**config.mk**
```make
export PLATFORM = sky130hd
export DESIGN_NAME = pipeline_stall_ctrl
export DESIGN_NICKNAME = d
export VERILOG_FILES = /design/src/rtl/pipeline_stall_pkg.sv /design/src/rtl/pipeline_stall_ctrl_sat_counter.sv /design/src/rtl/pipeline_stall_ctrl.sv
export SDC_FILE = /design/constraint.sdc
export NUM_CORES = 1
export LEC_CHECK = 0
export CAP_MARGIN = 25
export CORE_UTILIZATION = 42
export CTS_BUF_LIST = sky130_fd_sc_hd__clkbuf_8
export CTS_CLUSTER_DIAMETER = 60
export DETAILED_ROUTE_END_ITERATION = 16
export PLACE_DENSITY = 0.75
export SLEW_MARGIN = 20
export SYNTH_ARGS = -nofsm -noshare
export SYNTH_HDL_FRONTEND = slang
export SYNTH_HIERARCHICAL = 1
export SYNTH_SLANG_ARGS = --single-unit
```
**constraint.sdc**
```tcl
create_clock -name clock -period 2.4 [get_ports clock]
set_input_delay 0.48 -clock clock [delete_from_list [all_inputs] [get_ports clock]]
set_output_delay 0.48 -clock clock [all_outputs]
set_load 0.01 [all_outputs]
```
**src/rtl/pipeline_stall_pkg.sv**
```systemverilog
// Shared pipeline definitions for the fetch/decode boundary.
package pipeline_stall_pkg;

    // Front-end control states.
    typedef enum logic [1:0] {
        RUN   = 2'd0,
        STALL = 2'd1,
        FLUSH = 2'd2
    } stallState_t;

    // The architectural NOP encodes as all zeros at any instruction width.
    // Slice the low INSTR_W bits from this constant.
    localparam logic [63:0] NOP_WORD = 64'h0;

    // Register-file address width used throughout the pipeline.
    localparam int REG_ADDR_W = 4;

endpackage

```
**src/rtl/pipeline_stall_ctrl_sat_counter.sv**
```systemverilog
// Saturating up-counter with synchronous clear. Used for performance-debug counts.
module sat_counter #(
    parameter int WIDTH = 16
) (
    input  logic             clock,
    input  logic             reset,
    input  logic             inc,
    input  logic             clear,
    output logic [WIDTH-1:0] count
);

    // A clear request wins over an increment. The count sticks at all-ones.
    always_ff @(posedge clock or posedge reset) begin
        if (reset) begin
            count <= '0;
        end else if (clear) begin
            count <= '0;
        end else if (inc && (count != {WIDTH{1'b1}})) begin
            count <= count + WIDTH'(1);
        end
    end

endmodule

```
**src/rtl/pipeline_stall_ctrl.sv**
```systemverilog
// IF/ID pipeline register owner: resolves branch flush, memory freeze and
// load-use stall, and drives PC enable and the ID/EX bubble select.
//
// state | meaning
// ------+--------------------------------------------------------------
// RUN   | normal fetch; IF/ID loads every cycle
// STALL | load-use stall in progress; IF/ID and PC held
// FLUSH | post-branch; IF/ID forced invalid while flushCnt counts down
module pipeline_stall_ctrl
    import pipeline_stall_pkg::*;
#(
    parameter int INSTR_W      = 16,
    parameter int PC_W         = 16,
    parameter int FLUSH_CYCLES = 1,
    parameter int CNT_W        = 16
) (
    input  logic               clock,
    input  logic               reset,
    input  logic               hazard_stall,
    input  logic               branch_taken,
    input  logic               mem_wait,
    input  logic [INSTR_W-1:0] instr_in,
    input  logic [PC_W-1:0]    pc_in,
    input  logic               cnt_clear,
    output logic               pc_write,
    output logic               id_ex_bubble,
    output logic [INSTR_W-1:0] if_id_instr,
    output logic [PC_W-1:0]    if_id_pc,
    output logic               if_id_valid,
    output logic [CNT_W-1:0]   stall_count
);

    localparam logic [INSTR_W-1:0] NOP_INSTR  = NOP_WORD[INSTR_W-1:0];
    localparam logic [2:0]         FLUSH_LOAD = 3'(FLUSH_CYCLES - 1);

    stallState_t state;
    logic [2:0]  flushCnt;
    logic        stallEvent;

    // Enables must react in the same cycle as hazard_stall, so they are combinational.
    always_comb begin
        pc_write     = 1'b1;
        id_ex_bubble = 1'b0;
        if (reset) begin
            pc_write     = 1'b0;
            id_ex_bubble = 1'b1;
        end else if (branch_taken) begin
            pc_write     = 1'b1;
            id_ex_bubble = 1'b1;
        end else if (mem_wait) begin
            pc_write     = 1'b0;
            id_ex_bubble = 1'b0;
        end else if (state == FLUSH) begin
            pc_write     = 1'b1;
            id_ex_bubble = 1'b0;
        end else if (hazard_stall) begin
            pc_write     = 1'b0;
            id_ex_bubble = 1'b1;
        end
    end

    // A cycle is counted whenever the front end is frozen or stalled.
    // A stall request in FLUSH is ignored because IF/ID already holds nothing.
    always_comb begin
        stallEvent = !branch_taken && (mem_wait || ((state != FLUSH) && hazard_stall));
    end

    // FSM, flush down-counter and IF/ID register.
    always_ff @(posedge clock or posedge reset) begin
        if (reset) begin
            state       <= RUN;
            flushCnt    <= '0;
            if_id_instr <= NOP_INSTR;
            if_id_pc    <= '0;
            if_id_valid <= 1'b0;
        end else if (branch_taken) begin
            state       <= FLUSH;
            flushCnt    <= FLUSH_LOAD;
            if_id_instr <= NOP_INSTR;
            if_id_valid <= 1'b0;
        end else if (mem_wait) begin
            // Whole front end frozen: state, counter and IF/ID all hold.
        end else if (state == FLUSH) begin
            if (flushCnt == 3'd0) begin
                // Terminal count: the redirect target fetched this cycle is real.
                state       <= RUN;
                if_id_instr <= instr_in;
                if_id_pc    <= pc_in;
                if_id_valid <= 1'b1;
            end else begin
                flushCnt    <= flushCnt - 3'd1;
                if_id_instr <= NOP_INSTR;
                if_id_valid <= 1'b0;
            end
        end else if (hazard_stall) begin
            state <= STALL;
        end else begin
            state       <= RUN;
            if_id_instr <= instr_in;
            if_id_pc    <= pc_in;
            if_id_valid <= 1'b1;
        end
    end

    sat_counter #(
        .WIDTH(CNT_W)
    ) uStallCounter (
        .clock(clock),
        .reset(reset),
        .inc  (stallEvent),
        .clear(cnt_clear),
        .count(stall_count)
    );

endmodule

```
==> run_1/util_map.png <==
Scale bar: 20 um. The die is cut into 8 by 8 equal tiles; dark blue is low, red is high, 0 to 100% covered.
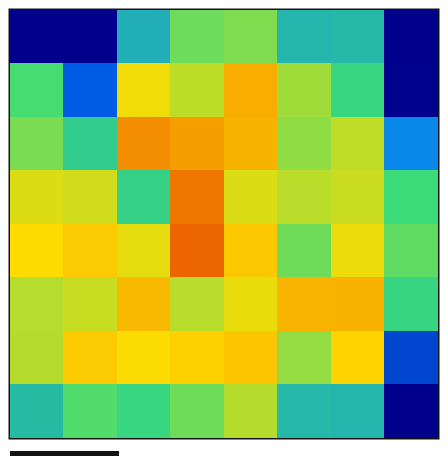
tiles over 75% full	23%
nearly empty tiles	7.8%
fullest tile	89%
area of the core: 5570 um2
initial core utilization: 0.443
fin util: 0.653

==> run_1/congestion_map.png <==
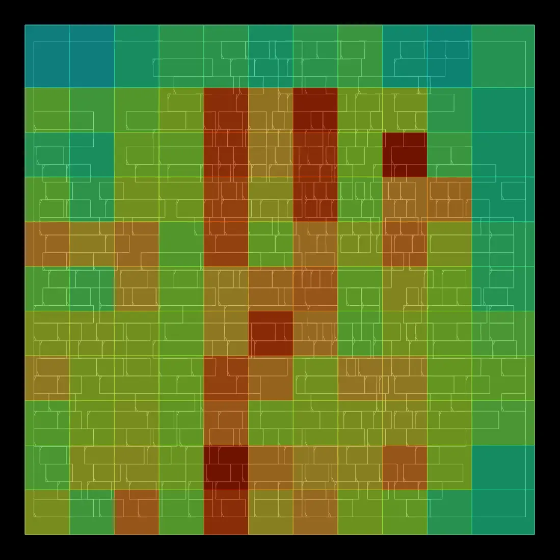
met3 track utilization from global routing: 0.0581
met2 track utilization from global routing: 0.337
routed length per instance: 15.4 um

==> run_1/m1.png <==
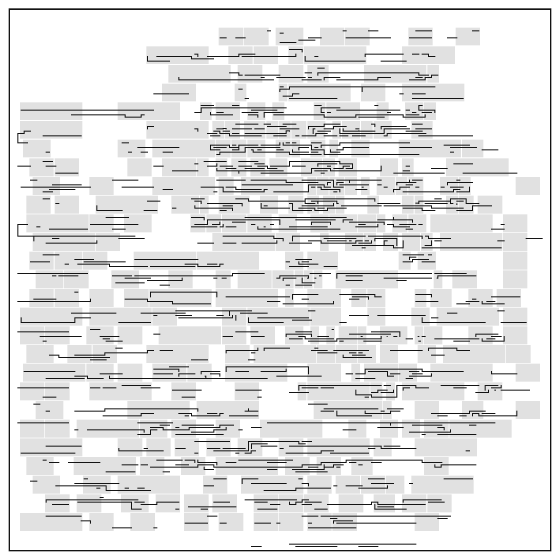
longest straight run	33.1 um
wire length on this layer	2550 um
main direction	horizontal

==> out/metrics.cfg, run 1 <==
[final_layout]
comb_area_frac = 0.282
comb_area_um2 = 1030
lay_top_count = sky130_fd_sc_hd__clkdlybuf4s50_1
clock_cell_area_share = 0.0289
relative_area_change_from_synthesis_to_final_layout_pct = 47.4
nets = 352
layout-drive-gt1-share = 0.183

[power]
combPwrFrac = 0.210
worst_ir_drop_vdd_uv = 370
sequentialPowerShare = 0.510
power_mw = 2.01
power.largest_group = sequential cells

[timing]
hold_violations = 0
least_setup_slack_across_all_paths_after_layout_ns = 0.227
clock.fmax_mhz = 460
timing.setup.tns_ns = 0
worstMarginPinSlew_ns = 0.639
fin_crit_sh = 0.906

[run_status]
run_status = completed

[cts]
clock_sink_count = 54
clk-insertion-delay-late_ns = 0.31
cts_tree = yes
post_cts.resized_instances = 2
cts_hold_buffers = 0

[detailed_routing]
vias = 2129
top_signal_layer_used = met4
route.antenna.remaining_nets = 0
drt-pass1-iter-count = 4

[critical_path]
slack_of_the_worst_reg_to_reg_path_ns = 0.30
critPathRequiredTime_ns = 1.92
worst_setup_path_startpoint = state[0]$_DFFE_PP0P_
reg2reg_to = uStallCounter/count[13]$_DFFE_PP0P_
critPathCapture = pc_write
critical_path_arrival_ns = 1.69
path_class = flip-flop to output pin

[global_route]
maximum_number_of_pins_on_one_net_before_global_route_repair = 39
grt_pass1_vias = 2076
globalRoute.totalOverflow = 0

[floorplanning]
fp.dieH_um = 78.7
die_width_um = 78.7

[logic_synthesis]
enable_flop_cells = 0
syn-num-nets = 248
async_flop_share = 1.00

[placement]
total_placed_instance_area_um2 = 3540

-- run 1: flip-flops by register name, summed over array words and instances, names as in the netlist --
signal and count:
uStallCounter/count 16, if_id_instr 16, state 2, if_id_valid 1, if_id_pc 16, flushCnt 3
-- run 1: kinds of logic after synthesis --
family / after synthesis / synth area share
multiplexers: 19 / 0.0862
XOR/XNOR: 1 / 0.00355
AND-OR/OR-AND: 50 / 0.160
adder cells (fa/ha/maj): 3 / 0.0152
AND/OR/NAND/NOR: 60 / 0.149
buffers and inverters: 20 / 0.0390
flip-flops: 54 / 0.547
==> run_1/m2.png <==
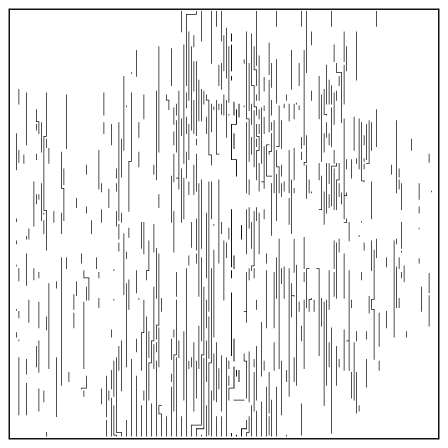

==> run 1 -> run 2 <==
CORE_MARGIN = 4   (was default)
CORE_UTILIZATION = 40   (was 42)
CTS_BUF_LIST = default   (was sky130_fd_sc_hd__clkbuf_8)
PLACE_DENSITY = 0.72   (was 0.75)
==> run_2/m2.png <==
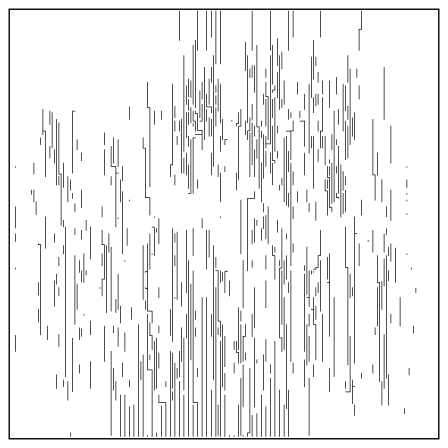
main direction	vertical
nets with wire on the layer	324
longest straight run	35.5 um

==> run_2/sizing.png <==
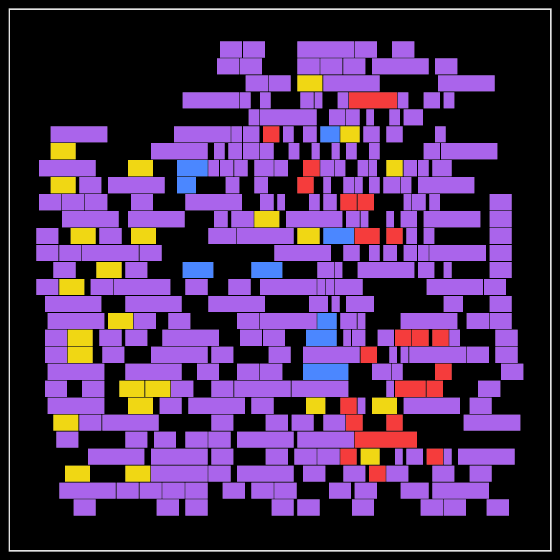
color	size	cells
purple	x1 and smaller	255
red	x3 and x4	22
yellow	x2	24
blue	x6 and larger	9
least setup slack across all paths after layout: 0.238 ns
post-route cell area: 3630 um2
Signal buffers: 107

==> run 2 against run 1 <==
Against the previous run:
- die area up 21%
- global-route usage down 3.6 points
- first-iteration DRC count down 45%
- combinational power about the same
- non-clock buffer count down 2
- sequential cell count unchanged
- synthesized cell count unchanged
- worst setup slack better by 0.011 ns
- critical path type unchanged
==> out/metrics.cfg, run 2 <==
[run_status]
run_status = completed

[logic_synthesis]
syn-num-nets = 248
async_flop_share = 1.00
synth_cell_type_count = 42
postSynthSeqShare = 0.547
enable_flop_cells = 0

[final_layout]
comb_area_frac = 0.282
top_flop_regs = if_id_instr: 16 flops, if_id_pc: 16 flops, uStallCounter/count: 16 flops
comb.multi_input.count = 133
regArea_um2 = 1350
clock_cell_area_share = 0.0262
layout-drive-gt1-share = 0.177
relative_area_change_from_synthesis_to_final_layout_pct = 47.2
comb_area_um2 = 1030
lay_top_count = sky130_fd_sc_hd__clkdlybuf4s50_1
nets = 350

[power]
combPwrFrac = 0.213
power.largest_group = sequential cells
sequentialPowerShare = 0.517
worst_ir_drop_vdd_uv = 344
power_mw = 1.98

[critical_path]
slack_of_the_worst_reg_to_reg_path_ns = 0.30
critical_path_arrival_ns = 1.68
critPathCapture = pc_write
worst_setup_path_startpoint = state[0]$_DFFE_PP0P_
critPathRequiredTime_ns = 1.92
timing.critical_path.from_type = flip-flop
path_class = flip-flop to output pin

[cts]
clk-insertion-delay-late_ns = 0.30
cts_tree = yes
cts_hold_buffers = 0
clock_sink_count = 54

[timing]
fin_crit_sh = 0.901
hold_violations = 0
timing.setup.tns_ns = 0

[detailed_routing]
wl_per_cell_um = 15.5
route.antenna.remaining_nets = 0
drt-pass1-iter-count = 5

[placement]
total_placed_instance_area_um2 = 3540

[global_route]
grt_pass1_vias = 2113
maximum_number_of_pins_on_one_net_before_global_route_repair = 39
globalRoute.totalOverflow = 0

[floorplanning]
fp.coreArea_um2 = 5960
die_width_um = 86.6
fp.dieH_um = 86.6
core_util_floorplan = 0.414
boundaryPins = 89

==> run_2/m1.png <==
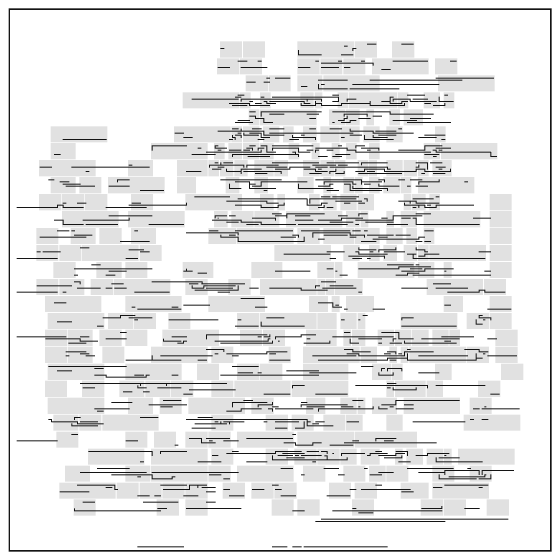
nets with wire on the layer	299
longest straight run	29.9 um
wire length on this layer	2450 um
total wirelength of the detailed-routed design: 5950 um
number of vias after detailed routing: 2116
met1 track demand over resource: 0.206

==> run 2: cell counts after synthesis <==
Identical to the previous run, type by type.
==> run 2: kinds of logic (layout without fill, tap and decap cells) <==
| logic type | after synthesis | in the layout | synth area share |
|---|---|---|---|
| AND/OR/NAND/NOR | 60 | 60 | 0.149 |
| AND-OR/OR-AND | 50 | 50 | 0.160 |
| XOR/XNOR | 1 | 1 | 0.00355 |
| flip-flops | 54 | 54 | 0.547 |
| multiplexers | 19 | 19 | 0.0862 |
| adder cells (fa/ha/maj) | 3 | 3 | 0.0152 |
| buffers and inverters | 20 | 123 | 0.0390 |
==> run 2: routing by layer <==
layer  global-route usage  up-vias  routed length (um)
met3               0.0580        6                 447
met5                    0        -                   0
met1                0.206     1063                2450
met4               0.0581        0                  82
met2                0.275       54                2970
li1                     -      993                   -
Power figures rest on the tool's default switching activity, not on a simulated workload.
